==> config.mk <==
export PLATFORM = sky130hd
export DESIGN_NAME = y_mem_stage_flat
export DESIGN_NICKNAME = d
export VERILOG_FILES = /design/src/rtl/y_mem_stage_if.sv /design/src/rtl/y_mem_stage.sv /design/src/flat_wrapper.sv
export SDC_FILE = /design/constraint.sdc
export NUM_CORES = 1
export LEC_CHECK = 0
export CORE_ASPECT_RATIO = 1.5
export CORE_MARGIN = 1
export CORE_UTILIZATION = 47
export CTS_CLUSTER_DIAMETER = 30
export CTS_CLUSTER_SIZE = 8
export DETAILED_ROUTE_END_ITERATION = 16
export PLACE_DENSITY = 0.88
export REMOVE_ABC_BUFFERS = 1
export SETUP_SLACK_MARGIN = 0.02
export SLEW_MARGIN = 20
export SYNTH_ARGS = -nofsm -noshare
export SYNTH_HDL_FRONTEND = slang
export SYNTH_SLANG_ARGS = --single-unit
==> constraint.sdc <==
create_clock -name clk -period 6.5 [get_ports clk]
set_input_delay 1.625 -clock clk [delete_from_list [all_inputs] [get_ports clk]]
set_output_delay 1.625 -clock clk [all_outputs]
set_load 0.01 [all_outputs]
### M4 wires, run 1

Bar = 20 µm.
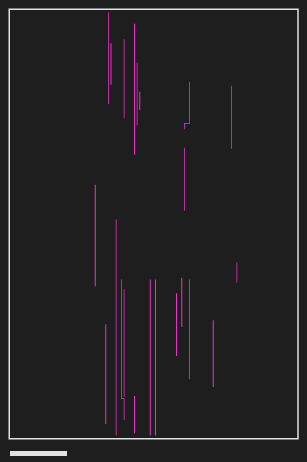
nets with wire on the layer = 19
longest straight run = 75.5 µm
main direction = vertical
share of all routed wire = 3.5%
wire length on this layer = 666 µm
routed via count: 5522
detailed-route wire length: 19.24 mm

### Pin placement, run 1

Pins as bars across the die edge, other pins in gray.
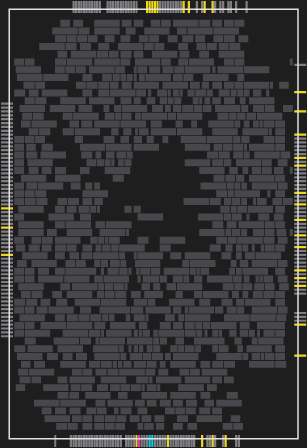
magenta -> `bus_mem_write`  # pins 1, direction input, edge south
yellow -> `bus_wb_data`  # pins 32, direction output, edge 15 east, 9 north, 5 south, 3 west
cyan -> `o_dbg_state`  # pins 2, direction output, edge south
all pins by edge = 61 west, 57 south, 50 east, 50 north
floorplan die height: 150.2 µm
Die X: 100.8 µm
number of port buffers: 214

### Drive-strength map, run 1

Bar = 20 µm.
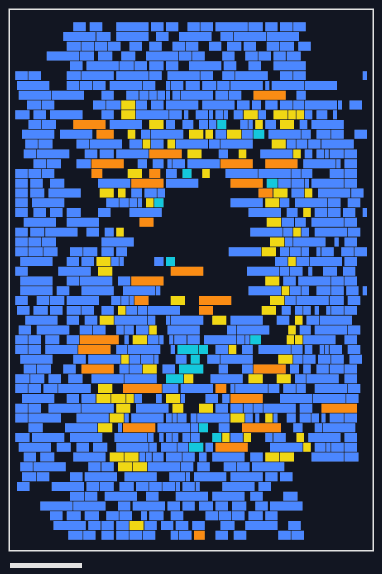
blue -> drive 1 or less  # cells 629, share 83%
orange -> drive 6 and up  # cells 30, share 4.0%
yellow -> drive 2  # cells 80, share 11%
cyan -> drive 3 to 4  # cells 15, share 2.0%
total of plain and repair buffers excluding clock buffers: 222
layout overhead on the synthesized area: 41.40%
Final Instance Area: 9727 µm²
setup slack of the critical path after layout: 2.095 ns

==> reports/qor.yml, run 1 <==
timing:
  tightest_slew_ns: 1.177
  fmax_ghz: 0.2270
  timing.final.max_slew_violations: 0
  slew_headroom_pct: 21.56
critical_path:
  crit_top_cell: "clkdlybuf4s50_1"
  cp_num_cells: 3
  worstSetupEndpointType: "output port"
  worstSetupPathType: "in2out"
  timing.reg2reg.setup_slack_ns: 3.33
  r2r.worst_path.cells: 7
  worst-endpoint-required_ns: 4.88
synthesis:
  largest_area_cell: "dfrtp_1"
  netlist-cell-type-count: 37
  top_cells_by_count: "dfrtp_1, mux2_1, mux2_2, inv_1"
  synth-edff-count: 0
  synthesis.instances: 550
  ys_seq_elements: 146
clock_tree:
  cts.path.max_buffers: 2
  cts_root_buf: "clkbuf_16"
  clk-insertion-delay-late_ns: 0.42
  cts-buffers-inserted: 17
  cts_hold_repair.buffers: 0
route:
  number_of_remaining_drc_errors: 0
  wl_met2_mm: 10.39
  route.top_layer_used: "met4"
placed_design:
  detailedPlace.worstSlack_ns: 2.090
status:
  outcome: "finished, final reports clean"
floorplanning:
  fp-utilization_pct: 48.70
  fp-row-count: 53
layout:
  final_core_util_pct: 68.86
  number_of_inserted_diodes: 0
power:
  ir_worst_vdd_mv: 0.2578
hold_path:
  worst_hold_path_type: "reg2reg"
[run 1: kinds of logic (layout without fill, tap and decap cells)]
family,count (synthesis),after routing
multiplexers,114,114
buffers and inverters,90,292
flip-flops,146,146
AND-OR/OR-AND,110,110
AND/OR/NAND/NOR,85,85
adder cells (fa/ha/maj),4,4
other,1,3
[run 1: layout by cell type (no fill, tap or decap), drive strengths merged, types with 2 or more instances in the layout]
cell type	n
nor3	2
clkbuf	18
nand2	5
o21ai	3
mux2	113
and4b	32
nor2	2
o2111ai	32
clkinv	4
inv	44
bufinv	3
buf	8
ha	4
nand2b	3
or2	32
a21oi	4
o22ai	32
a211oi	32
conb	3
clkdlybuf4s50	214
dfrtp	146
nor2b	4
[run 1: power by group]
group          switching (mW)  internal (mW)  leakage, nW
Combinational           0.919           1.18         2.06
Sequential              0.354           1.38         1.73
Clock                   0.421          0.630        0.309
Total                    1.69           3.18         4.10
[run 1: per-layer routing]
metal | track usage (%) | vias up
met5 | 0 | -
met4 | 15.07 | 0
met3 | 7.149 | 48
met2 | 46.51 | 296
met1 | 27.86 | 2758
li1 | - | 2420
[run 1: area by class of cell]
cell class                      instances  area (µm²)  area share [%]
Clock inverter                         14       195.2           2.007
Multi-Input combinational cell        316        2829           29.08
Timing Repair Buffer                  222        2222           22.85
Clock buffer                           18       439.2           4.515
Inverter                               38       147.6           1.518
Tap cell                              192       240.2           2.470
Sequential cell                       146        3654           37.56
## Run 2: what changed since run 1
--- a/config.mk
+++ b/config.mk
@@ -7,11 +7,11 @@
 export LEC_CHECK = 0
 export CORE_ASPECT_RATIO = 1.5
 export CORE_MARGIN = 1
-export CORE_UTILIZATION = 47
+export CORE_UTILIZATION = 42
 export CTS_CLUSTER_DIAMETER = 30
 export CTS_CLUSTER_SIZE = 8
 export DETAILED_ROUTE_END_ITERATION = 16
-export PLACE_DENSITY = 0.88
+export PLACE_DENSITY = 0.83
 export REMOVE_ABC_BUFFERS = 1
 export SETUP_SLACK_MARGIN = 0.02
 export SLEW_MARGIN = 20
==> constraint.sdc (replaced) <==
create_clock -name clk -period 3.6 [get_ports clk]
set_input_delay 0.9 -clock clk [delete_from_list [all_inputs] [get_ports clk]]
set_output_delay 0.9 -clock clk [all_outputs]
set_load 0.01 [all_outputs]
### Drive-strength map, run 2

Bar = 20 µm.
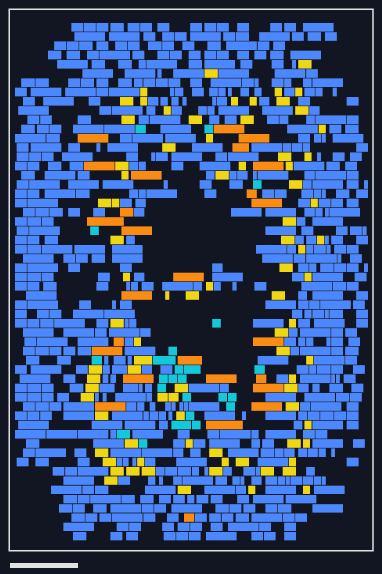
blue -> drive 1 or less  # cells 628, share 83%
orange -> drive 6 and up  # cells 26, share 3.4%
yellow -> drive 2  # cells 83, share 11%
cyan -> drive 3 to 4  # cells 24, share 3.2%
setup slack of the critical path after layout: 0.5303 ns
layout overhead on the synthesized area: 41.72%
Final Instance Area: 9749 µm²

==> run 2 against run 1 <==
Global-route usage shrank 2.8 points. Clock skew increased by 0.0038 ns. Via count decreased by 0.47%. Largest power group unchanged. First-iteration DRC count up 20%. Critical endpoint unchanged. Wire length up 0.97%.
==> reports/qor.yml, run 2 <==
route:
  number_of_remaining_drc_errors: 0  # unchanged
  vias: 5496  # -0.47%
floorplanning:
  fp-row-count: 56  # +5.7%
  fp-utilization_pct: 43.44  # -5.3 points
  dieHeight_um: 158.7  # +5.7%
  die_w_um: 106.5  # +5.7%
synthesis:
  largest_area_cell: "dfrtp_1"
  synthesis.instances: 550  # unchanged
  ys_seq_elements: 146  # unchanged
  top_cells_by_count: "dfrtp_1, mux2_1, mux2_2, inv_1"
  asyncSetResetFlopFracSynth_pct: 100.0
hold_path:
  worst_hold_path_type: "reg2reg"
layout:
  final_layout_top_logic_cell: "clkdlybuf4s50_1"
  number_of_inserted_diodes: 0  # unchanged
  layout_top_cells: "clkdlybuf4s50_1, dfrtp_1, mux2_1, mux2_2, inv_1"
  regArea_um2: 3654  # unchanged
  multi_input_comb_area_um2: 2834  # +0.18%
  finish.net_count: 861
  final_core_util_pct: 61.57  # -7.3 points
critical_path:
  timing.reg2reg.setup_slack_ns: 1.00  # -2.33 ns
  worstSetupPathType: "reg2out"
  worstSetupEndpointType: "output port"
  worst-endpoint-required_ns: 2.70  # -2.18 ns
timing:
  fmax_ghz: 0.3258
  tightest_slew_ns: 0.8803  # -0.2963 ns
  slew_headroom_pct: 41.31  # +20 points
  timing.final.max_slew_violations: 0  # unchanged
clock_tree:
  number_of_clock_sinks_seen_by_cts: 146
  cts.path.max_buffers: 2  # unchanged
  cts-buffers-inserted: 17  # unchanged
  clk-insertion-delay-late_ns: 0.42  # about the same
power:
  ir_worst_vdd_mv: 0.5045  # +96%
status:
  outcome: "finished, final reports clean"
placed_design:
  io_buffers: 214  # unchanged
[run 2: cell counts after synthesis]
Identical to the previous run, type by type.
[run 2: logic make-up after synthesis]
group | share of synthesized area (%)
buffers and inverters | 6.239
other | 0.05451
AOI/OAI and AO/OA | 11.88
adders and majority gates | 0.7276
DFF | 53.11
muxes | 18.64
and+or+nand+nor | 9.349
[run 2: critical path: stages (launching register included)]
cell	delay, ns
dfrtp_1	0.43
inv_1	0.15
ha_1	0.44
nor2b_1	0.18
clkdlybuf4s50_1	0.55
[run 2: area by class of cell]
cell class,count,area share (%)
well taps,203,2.605
multi-input cells,316,29.07
inverters,38,1.514
clock buffers,20,4.582
flip-flops and latches,146,37.47
repair buffers,229,23.25
clock inverters,12,1.502
[run 2: where the power goes]
part	internal [mW]	switching (mW)	leakage, nW
clock network	1.05	0.720	0.280
logic	2.16	1.86	2.09
registers	2.49	0.454	1.73
[run 2: stage by stage]
step	TNS (ns)	cells	worst slack, ns	cell area (µm²)
global placement	0	932	0.6218	9156
CTS	0	964	0.5384	9749
detailed placement	0	932	0.6108	9156
finish	0	964	0.5303	9749
floorplan	-179.16	500	-1.223	6600
global route	0	964	0.4586	9749
[run 2: metal layers]
metal,global-route usage [%],wire (µm),vias up
li1,-,-,2418
met3,5.993,1440,41
met5,0,0,-
met2,40.41,10100,257
met4,11.02,454,0
met1,26.93,7424,2780
Power is estimated from default activity; no workload was simulated.
